## src/rtl/sdes_pkg.sv

```systemverilog
`timescale 1ns/1ps
`default_nettype none
// ============================================================================
//  Module      : sdes_pkg
//  Description : Shared S-DES widths, mode/direction codes, sequencer state
//                encoding and the bit-level S-DES primitives (IP, IP^-1, fK,
//                P8, S-boxes) used by the cipher cores.
//  Revision    : 1.0  initial release
// ============================================================================
package sdes_pkg;

  localparam int SDES_KEY_W = 10;
  localparam int SDES_BLK_W = 8;

  localparam logic MODE_ECB = 1'b0;
  localparam logic MODE_CBC = 1'b1;
  localparam logic DIR_DEC  = 1'b0;
  localparam logic DIR_ENC  = 1'b1;

  typedef enum logic [2:0] {
    ST_IDLE     = 3'd0,
    ST_LOAD_KEY = 3'd1,
    ST_READY    = 3'd2,
    ST_CIPHER   = 3'd3,
    ST_OUTPUT   = 3'd4
  } state_e;

  // Bit positions below are the textbook 1-based, MSB-first positions,
  // so position n of an 8-bit block is bit [8-n].

  // Initial permutation 2 6 3 1 4 8 5 7
  function automatic logic [7:0] sdes_ip(input logic [7:0] d);
    return {d[6], d[2], d[5], d[7], d[4], d[0], d[3], d[1]};
  endfunction

  // Inverse initial permutation 4 1 3 5 7 2 8 6
  function automatic logic [7:0] sdes_ip_inv(input logic [7:0] d);
    return {d[4], d[7], d[5], d[3], d[1], d[6], d[0], d[2]};
  endfunction

  // P8 subkey compression 6 3 7 4 8 5 10 9 over the 10-bit shifted key
  function automatic logic [7:0] sdes_p8(input logic [9:0] x);
    return {x[4], x[7], x[3], x[6], x[2], x[5], x[0], x[1]};
  endfunction

  // S-box row is outer bits (1,4), column is inner bits (2,3)
  function automatic logic [1:0] sdes_s0(input logic [3:0] x);
    logic [1:0] r;
    r = 2'd0;
    case ({x[3], x[0], x[2], x[1]})
      4'd0:  r = 2'd1;
      4'd1:  r = 2'd0;
      4'd2:  r = 2'd3;
      4'd3:  r = 2'd2;
      4'd4:  r = 2'd3;
      4'd5:  r = 2'd2;
      4'd6:  r = 2'd1;
      4'd7:  r = 2'd0;
      4'd8:  r = 2'd0;
      4'd9:  r = 2'd2;
      4'd10: r = 2'd1;
      4'd11: r = 2'd3;
      4'd12: r = 2'd3;
      4'd13: r = 2'd1;
      4'd14: r = 2'd3;
      default: r = 2'd2;
    endcase
    return r;
  endfunction

  function automatic logic [1:0] sdes_s1(input logic [3:0] x);
    logic [1:0] r;
    r = 2'd0;
    case ({x[3], x[0], x[2], x[1]})
      4'd0:  r = 2'd0;
      4'd1:  r = 2'd1;
      4'd2:  r = 2'd2;
      4'd3:  r = 2'd3;
      4'd4:  r = 2'd2;
      4'd5:  r = 2'd0;
      4'd6:  r = 2'd1;
      4'd7:  r = 2'd3;
      4'd8:  r = 2'd3;
      4'd9:  r = 2'd0;
      4'd10: r = 2'd1;
      4'd11: r = 2'd0;
      4'd12: r = 2'd2;
      4'd13: r = 2'd1;
      4'd14: r = 2'd0;
      default: r = 2'd3;
    endcase
    return r;
  endfunction

  // Round function: E/P 4 1 2 3 2 3 4 1, key mix, S-boxes, P4 2 4 3 1
  function automatic logic [3:0] sdes_f(input logic [3:0] r, input logic [7:0] sk);
    logic [7:0] x;
    logic [3:0] s;
    x = {r[0], r[3], r[2], r[1], r[2], r[1], r[0], r[3]} ^ sk;
    s = {sdes_s0(x[7:4]), sdes_s1(x[3:0])};
    return {s[2], s[0], s[1], s[3]};
  endfunction

  // fK mixes the left nibble with F(right nibble); right nibble passes through
  function automatic logic [7:0] sdes_fk(input logic [7:0] d, input logic [7:0] sk);
    return {d[7:4] ^ sdes_f(d[3:0], sk), d[3:0]};
  endfunction

endpackage
`default_nettype wire

```

## src/rtl/sdes_stream_ctrl_if.sv

```systemverilog
`timescale 1ns/1ps
`default_nettype none
// ============================================================================
//  Module      : sdes_stream_ctrl_if
//  Description : Byte-stream handshakes of the S-DES sequencer: input
//                valid/ready/data and result valid/ready/data.
//                master = byte source/sink side, slave = sequencer side.
//  Revision    : 1.0  initial release
// ============================================================================
interface sdes_stream_ctrl_if;
  import sdes_pkg::*;

  logic                  in_valid;
  logic                  in_ready;
  logic [SDES_BLK_W-1:0] in_data;
  logic                  out_valid;
  logic                  out_ready;
  logic [SDES_BLK_W-1:0] out_data;

  modport master (
    output in_valid, in_data, out_ready,
    input  in_ready, out_valid, out_data
  );

  modport slave (
    input  in_valid, in_data, out_ready,
    output in_ready, out_valid, out_data
  );

endinterface
`default_nettype wire

```

## src/rtl/Decrypt.sv

```systemverilog
`timescale 1ns/1ps
`default_nettype none
// ============================================================================
//  Module      : Decrypt
//  Description : Combinational S-DES block decrypt: the encrypt structure with
//                the subkeys applied in reverse order.
//  Revision    : 1.0  initial release
// ============================================================================
module Decrypt
  import sdes_pkg::*;
(
  input  logic [SDES_BLK_W-1:0] ciphertext,
  input  logic [SDES_BLK_W-1:0] k1,
  input  logic [SDES_BLK_W-1:0] k2,
  output logic [SDES_BLK_W-1:0] plaintext
);

  logic [7:0] r1;
  logic [7:0] r2;

  assign r1        = sdes_fk(sdes_ip(ciphertext), k2);
  assign r2        = sdes_fk({r1[3:0], r1[7:4]}, k1);
  assign plaintext = sdes_ip_inv(r2);

endmodule
`default_nettype wire

```

## src/rtl/Encrypt.sv

```systemverilog
`timescale 1ns/1ps
`default_nettype none
// ============================================================================
//  Module      : Encrypt
//  Description : Combinational S-DES block encrypt: IP, fK(k1), SW, fK(k2),
//                IP^-1.
//  Revision    : 1.0  initial release
// ============================================================================
module Encrypt
  import sdes_pkg::*;
(
  input  logic [SDES_BLK_W-1:0] plaintext,
  input  logic [SDES_BLK_W-1:0] k1,
  input  logic [SDES_BLK_W-1:0] k2,
  output logic [SDES_BLK_W-1:0] ciphertext
);

  logic [7:0] r1;
  logic [7:0] r2;

  assign r1         = sdes_fk(sdes_ip(plaintext), k1);
  assign r2         = sdes_fk({r1[3:0], r1[7:4]}, k2);
  assign ciphertext = sdes_ip_inv(r2);

endmodule
`default_nettype wire

```

## src/rtl/key_gen.sv

```systemverilog
`timescale 1ns/1ps
`default_nettype none
// ============================================================================
//  Module      : key_gen
//  Description : Combinational S-DES subkey generator (P10, LS-1, P8, LS-2,
//                P8).
//  Revision    : 1.0  initial release
// ============================================================================
module key_gen
  import sdes_pkg::*;
(
  input  logic [SDES_KEY_W-1:0] key,
  output logic [SDES_BLK_W-1:0] k1,
  output logic [SDES_BLK_W-1:0] k2
);

  logic [9:0] p10;
  logic [9:0] ls1;
  logic [9:0] ls2;

  // P10 3 5 2 7 4 10 1 9 8 6
  assign p10 = {key[7], key[5], key[8], key[3], key[6],
                key[0], key[9], key[1], key[2], key[4]};
  // Each 5-bit half rotates left by one, then by two more
  assign ls1 = {p10[8:5], p10[9], p10[3:0], p10[4]};
  assign ls2 = {ls1[7:5], ls1[9:8], ls1[2:0], ls1[4:3]};

  assign k1 = sdes_p8(ls1);
  assign k2 = sdes_p8(ls2);

endmodule
`default_nettype wire

```

## src/rtl/sdes_chain_unit.sv

```systemverilog
`timescale 1ns/1ps
`default_nettype none
// ============================================================================
//  Module      : sdes_chain_unit
//  Description : CBC chaining around the cipher cores: pre-XOR of the
//                plaintext, post-XOR of the decrypted block and the chain
//                (IV) register. ECB bytes bypass the XORs and leave the chain
//                untouched.
//  Revision    : 1.0  initial release
// ============================================================================
module sdes_chain_unit
  import sdes_pkg::*;
(
  input  logic                  clk,
  input  logic                  rst_n,
  input  logic                  iv_load,
  input  logic [SDES_BLK_W-1:0] iv_in,
  input  logic                  update,
  input  logic                  mode,
  input  logic                  dir,
  input  logic [SDES_BLK_W-1:0] data_in,
  input  logic [SDES_BLK_W-1:0] enc_out,
  input  logic [SDES_BLK_W-1:0] dec_out,
  output logic [SDES_BLK_W-1:0] enc_in,
  output logic [SDES_BLK_W-1:0] result
);

  logic [SDES_BLK_W-1:0] chain_q;
  logic [SDES_BLK_W-1:0] chain_d;

  // Pre-XOR into the encrypt core, post-XOR out of the decrypt core, and the
  // next chain value (ciphertext of this byte in either direction)
  always_comb begin
    enc_in  = data_in;
    result  = enc_out;
    chain_d = chain_q;

    case (mode)
      MODE_CBC: enc_in = data_in ^ chain_q;
      default:  enc_in = data_in;
    endcase

    case (dir)
      DIR_ENC: result = enc_out;
      default: result = (mode == MODE_CBC) ? (dec_out ^ chain_q) : dec_out;
    endcase

    if (iv_load) begin
      chain_d = iv_in;
    end else if (update && (mode != MODE_ECB)) begin
      chain_d = (dir == DIR_ENC) ? result : data_in;
    end
  end

  // Chain register
  always_ff @(posedge clk or negedge rst_n) begin
    if (!rst_n) begin
      chain_q <= '0;
    end else begin
      chain_q <= chain_d;
    end
  end

endmodule
`default_nettype wire

```

## src/rtl/sdes_stream_ctrl.sv

```systemverilog
`timescale 1ns/1ps
`default_nettype none
// ============================================================================
//  Module      : sdes_stream_ctrl
//  Description : Byte-stream S-DES sequencer (ECB/CBC, encrypt/decrypt) with
//                valid/ready handshakes, key and subkey registers, chaining
//                and an output byte counter.
//  Revision    : 1.0  initial release
// ============================================================================
module sdes_stream_ctrl
  import sdes_pkg::*;
(
  input  logic                  CLOCK_50,
  input  logic                  reset_n,
  input  logic [SDES_KEY_W-1:0] key10_in,
  input  logic                  key_load,
  input  logic [SDES_BLK_W-1:0] iv_in,
  input  logic                  iv_load,
  input  logic                  mode,
  input  logic                  dir,
  sdes_stream_ctrl_if.slave     s_if,
  output logic                  busy,
  output logic [7:0]            byte_count
);

  state_e                state_q,      state_d;
  logic [SDES_KEY_W-1:0] key_q,        key_d;
  logic [SDES_BLK_W-1:0] subkey1_q,    subkey1_d;
  logic [SDES_BLK_W-1:0] subkey2_q,    subkey2_d;
  logic [SDES_BLK_W-1:0] din_q,        din_d;
  logic                  mode_q,       mode_d;
  logic                  dir_q,        dir_d;
  logic [SDES_BLK_W-1:0] out_data_q,   out_data_d;
  logic [7:0]            byte_count_q, byte_count_d;

  logic                  in_ready;
  logic                  iv_take;
  logic                  chain_update;
  logic [SDES_KEY_W-1:0] key_rev;
  logic [SDES_BLK_W-1:0] kg_k1;
  logic [SDES_BLK_W-1:0] kg_k2;
  logic [SDES_BLK_W-1:0] enc_in;
  logic [SDES_BLK_W-1:0] enc_out;
  logic [SDES_BLK_W-1:0] dec_out;
  logic [SDES_BLK_W-1:0] result;

  // The board loader presents the key LSB-first relative to key_gen
  for (genvar i = 0; i < SDES_KEY_W; i++) begin : g_key_rev
    assign key_rev[i] = key_q[SDES_KEY_W-1-i];
  end

  key_gen u_key_gen (
    .key (key_rev),
    .k1  (kg_k1),
    .k2  (kg_k2)
  );

  Encrypt u_enc (
    .plaintext  (enc_in),
    .k1         (subkey1_q),
    .k2         (subkey2_q),
    .ciphertext (enc_out)
  );

  Decrypt u_dec (
    .ciphertext (din_q),
    .k1         (subkey1_q),
    .k2         (subkey2_q),
    .plaintext  (dec_out)
  );

  sdes_chain_unit u_chain (
    .clk     (CLOCK_50),
    .rst_n   (reset_n),
    .iv_load (iv_take),
    .iv_in   (iv_in),
    .update  (chain_update),
    .mode    (mode_q),
    .dir     (dir_q),
    .data_in (din_q),
    .enc_out (enc_out),
    .dec_out (dec_out),
    .enc_in  (enc_in),
    .result  (result)
  );

  // Next-state, handshake and datapath-load decode
  always_comb begin
    state_d      = state_q;
    key_d        = key_q;
    subkey1_d    = subkey1_q;
    subkey2_d    = subkey2_q;
    din_d        = din_q;
    mode_d       = mode_q;
    dir_d        = dir_q;
    out_data_d   = out_data_q;
    byte_count_d = byte_count_q;
    in_ready     = 1'b0;
    iv_take      = 1'b0;
    chain_update = 1'b0;

    case (state_q)
      ST_IDLE: begin
        iv_take = iv_load;
        if (key_load) begin
          key_d   = key10_in;
          state_d = ST_LOAD_KEY;
        end
      end

      ST_LOAD_KEY: begin
        iv_take   = iv_load;
        subkey1_d = kg_k1;
        subkey2_d = kg_k2;
        state_d   = ST_READY;
        // A back-to-back key_load restarts expansion on the newer key
        if (key_load) begin
          key_d   = key10_in;
          state_d = ST_LOAD_KEY;
        end
      end

      ST_READY: begin
        iv_take  = iv_load;
        in_ready = !key_load && !iv_load;
        if (key_load) begin
          key_d   = key10_in;
          state_d = ST_LOAD_KEY;
        end else if (s_if.in_valid && in_ready) begin
          din_d   = s_if.in_data;
          mode_d  = mode;
          dir_d   = dir;
          state_d = ST_CIPHER;
        end
      end

      ST_CIPHER: begin
        out_data_d   = result;
        chain_update = 1'b1;
        state_d      = ST_OUTPUT;
      end

      ST_OUTPUT: begin
        if (s_if.out_ready) begin
          byte_count_d = byte_count_q + 8'd1;
          state_d      = ST_READY;
        end
      end

      default: state_d = ST_IDLE;
    endcase

    // iv_take is never set in OUTPUT, so this cannot collide with the increment
    if (iv_take) begin
      byte_count_d = '0;
    end
  end

  // State and datapath registers
  always_ff @(posedge CLOCK_50 or negedge reset_n) begin
    if (!reset_n) begin
      state_q      <= ST_IDLE;
      key_q        <= '0;
      subkey1_q    <= '0;
      subkey2_q    <= '0;
      din_q        <= '0;
      mode_q       <= 1'b0;
      dir_q        <= 1'b0;
      out_data_q   <= '0;
      byte_count_q <= '0;
    end else begin
      state_q      <= state_d;
      key_q        <= key_d;
      subkey1_q    <= subkey1_d;
      subkey2_q    <= subkey2_d;
      din_q        <= din_d;
      mode_q       <= mode_d;
      dir_q        <= dir_d;
      out_data_q   <= out_data_d;
      byte_count_q <= byte_count_d;
    end
  end

  assign s_if.in_ready  = in_ready;
  assign s_if.out_valid = (state_q == ST_OUTPUT);
  assign s_if.out_data  = out_data_q;
  assign busy           = (state_q == ST_LOAD_KEY) || (state_q == ST_CIPHER) ||
                          (state_q == ST_OUTPUT);
  assign byte_count     = byte_count_q;

endmodule
`default_nettype wire

```

## src/flat_wrapper.sv

```systemverilog
// flat-port wrapper written by rule: the top's interface ports become plain ports
module sdes_stream_ctrl_flat import sdes_pkg::*;
  (CLOCK_50, reset_n, key10_in, key_load, iv_in, iv_load, mode, dir, busy, byte_count, s_if_in_valid, s_if_in_data, s_if_out_ready, s_if_in_ready, s_if_out_valid, s_if_out_data);
  sdes_stream_ctrl_if s_if_i ();
  input  logic CLOCK_50;
  input  logic reset_n;
  input  logic [SDES_KEY_W-1:0] key10_in;
  input  logic key_load;
  input  logic [SDES_BLK_W-1:0] iv_in;
  input  logic iv_load;
  input  logic mode;
  input  logic dir;
  output logic busy;
  output logic [7:0] byte_count;
  input wire logic [$bits(s_if_i.in_valid)-1:0] s_if_in_valid;
  input wire logic [$bits(s_if_i.in_data)-1:0] s_if_in_data;
  input wire logic [$bits(s_if_i.out_ready)-1:0] s_if_out_ready;
  output wire logic [$bits(s_if_i.in_ready)-1:0] s_if_in_ready;
  output wire logic [$bits(s_if_i.out_valid)-1:0] s_if_out_valid;
  output wire logic [$bits(s_if_i.out_data)-1:0] s_if_out_data;
  assign s_if_i.in_valid = s_if_in_valid;
  assign s_if_i.in_data = s_if_in_data;
  assign s_if_i.out_ready = s_if_out_ready;
  assign s_if_in_ready = s_if_i.in_ready;
  assign s_if_out_valid = s_if_i.out_valid;
  assign s_if_out_data = s_if_i.out_data;
  sdes_stream_ctrl u_core (.CLOCK_50(CLOCK_50), .reset_n(reset_n), .key10_in(key10_in), .key_load(key_load), .iv_in(iv_in), .iv_load(iv_load), .mode(mode), .dir(dir), .s_if(s_if_i), .busy(busy), .byte_count(byte_count));
endmodule
```

## config.mk

```make
export PLATFORM = sky130hd
export DESIGN_NAME = sdes_stream_ctrl_flat
export DESIGN_NICKNAME = d
export VERILOG_FILES = /design/src/rtl/sdes_pkg.sv /design/src/rtl/sdes_stream_ctrl_if.sv /design/src/rtl/Decrypt.sv /design/src/rtl/Encrypt.sv /design/src/rtl/key_gen.sv /design/src/rtl/sdes_chain_unit.sv /design/src/rtl/sdes_stream_ctrl.sv /design/src/flat_wrapper.sv
export SDC_FILE = /design/constraint.sdc
export NUM_CORES = 1
export LEC_CHECK = 0
export CAP_MARGIN = 10
export CORE_MARGIN = 10
export CORE_UTILIZATION = 38
export CTS_CLUSTER_SIZE = 25
export DETAILED_ROUTE_END_ITERATION = 8
export GPL_ROUTABILITY_DRIVEN = 0
export HOLD_SLACK_MARGIN = 0.03
export PLACE_DENSITY_LB_ADDON = 0.1
export SLEW_MARGIN = 20
export SYNTH_ARGS = -nofsm -noshare
export SYNTH_HDL_FRONTEND = slang
export SYNTH_SLANG_ARGS = --single-unit
```

## constraint.sdc

```tcl
create_clock -name CLOCK_50 -period 3.85 [get_ports CLOCK_50]
set_clock_uncertainty 0.15 [all_clocks]
set_input_delay 0.9625 -clock CLOCK_50 [delete_from_list [all_inputs] [get_ports CLOCK_50]]
set_output_delay 0.9625 -clock CLOCK_50 [all_outputs]
set_load 0.01 [all_outputs]
```

Figure 1. Gate families picked out.
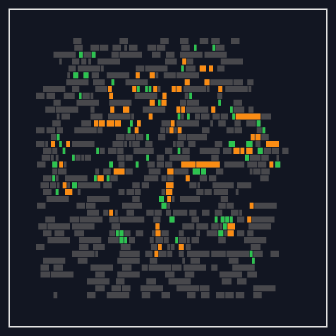
NAND gates -> green  # cells 62
inverting AOI/OAI gates -> orange  # cells 64
logic share of the area: 0.518
final cell count without fillers: 619
most numerous logic cell after layout: dfrtp_1

Figure 2. Metal 2.
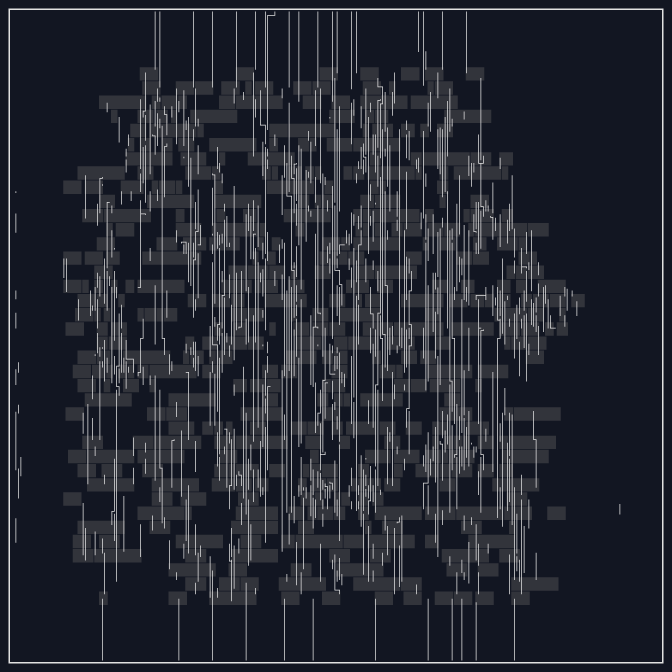
main direction = vertical
longest straight run = 43.2 um
nets with wire on the layer = 440
total wire length: 10.9 mm
vias: 3,169

Figure 3. Cell outlines without signal wires.
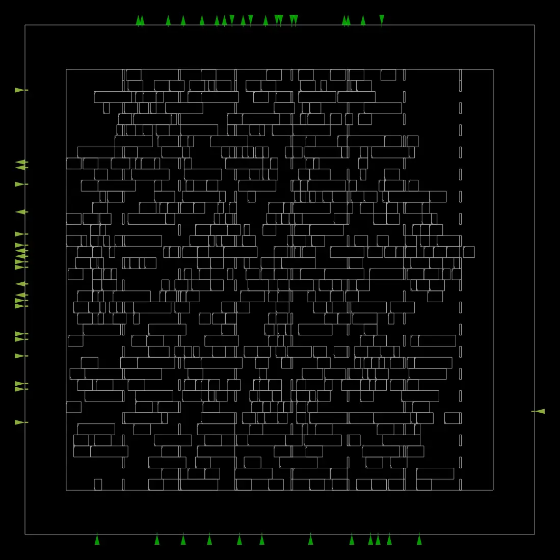
Seq area share: 0.283
Tapcells: 140

==> results_dict.tcl <==
# collected from the flow reports
set metrics [dict create \
    clkLatencyLatePin_ps 340 \
    clk_share 0.0346 \
    drive_above_1_share 0.171 \
    post-place-ws_ps 325 \
    io_pins 53 \
    grt_usage 0.138 \
    synthesis.nets 462 \
    compound_area_frac 0.130 \
    worstReg2RegStart "u_core.mode_q" \
    synth.distinct_cells 63 \
    rsz0062_at_grt "no" \
    drc 0 \
    common_cells "57 x dfrtp_1, 38 x nand2_1, 38 x xnor2_1" \
    root_buffer "clkbuf_8" \
    fin_crit_ps 3530 \
    inverters 14 \
    post-dp-hpwl_mm 8.60 \
    hold-worst-slack_ps 331 \
    slew_headroom 0.360 \
    cp.depth 12 \
    vias_per_cell 5.12 \
    max_clock_freq_mhz 283 \
    buf_share 0.119 \
    nNetsFinal 513 \
    drt_pass1_iterations 4 \
    io_buffers 52 \
    grt_pass1_wl_mm 17.5 \
    cts_max_path_buffers 2 \
    worstRegToRegCells 12 \
    syn2layout_area_growth_pct 19.8 \
    xor_area_frac 0.214 \
    wl_per_cell_um 17.6 \
    yosysTopAreaCell "dfrtp_1" \
    synth-adder-area-share 0.0149 \
    crit_path_max_incr_delay_ps 560 \
    core_area_um2 10800 \
    status "finished, final reports clean" \
    r2r_slack_ps 320 \
    worstMarginPinSlew_ps 956 \
    clock-sinks 57 \
    clkTransAtPathRegs_ps 60 \
    n_all_buffers 63 \
    logic_gate_count 329 \
    timing.critical_path.slowest_stage_cell "dfrtp_1" \
    critPathBufInv 2 \
    nFillCells 1044 \
]
## metal layers
| metal | share of wire | GRT usage |
|---|---|---|
| met5 | 0 | 0 |
| met4 | 0.012 | 0.0447 |
| met3 | 0.027 | 0.0308 |
| met2 | 0.48 | 0.229 |
| met1 | 0.48 | 0.174 |
## registers in the layout (all words and copies together) (netlist names)
name and flops:
u_core.byte_count 8, u_core.s_if.out_data 8, u_core.subkey1_q 3, u_core.subkey2_q 7, u_core.mode_q 1, u_core.key_q 10, u_core.u_chain.chain_q 8, u_core.dir_q 1
u_core.din_q 8, u_core.state_q 3
## placed cells by master (no fill, tap or decap), types with 4 or more instances in the layout
cell,synthesis,routed
dfrtp_1,57,57
clkdlybuf4s50_1,0,51
nand2_1,38,38
xnor2_1,38,38
mux2_2,34,34
nor2_1,27,27
xor2_1,27,27
a21oi_1,18,18
o21ai_0,14,14
inv_1,13,13
clkbuf_8,0,11
buf_4,2,11
nand3_1,10,10
mux2i_1,9,9
and2_1,8,8
nand2b_1,8,8
xnor3_1,8,8
xnor2_2,5,5
and3_1,5,5
a31oi_1,5,5
ha_1,5,5
nor3_1,4,4
o22ai_1,4,4
o21ai_1,4,4
nor3b_1,4,4
a21o_1,4,4
## how the worst max path moves through the flow
stage / from / end / slack [ps]
floorplan: u_core.din_q[3] / u_core.u_chain.chain_q[5] / 880
global placement: iv_load / s_if_in_ready / 340
detailed placement: iv_load / s_if_in_ready / 320
CTS: iv_load / s_if_in_ready / 300
global route: u_core.din_q[3] / u_core.u_chain.chain_q[5] / 90
finish: u_core.mode_q / u_core.u_chain.chain_q[5] / 320
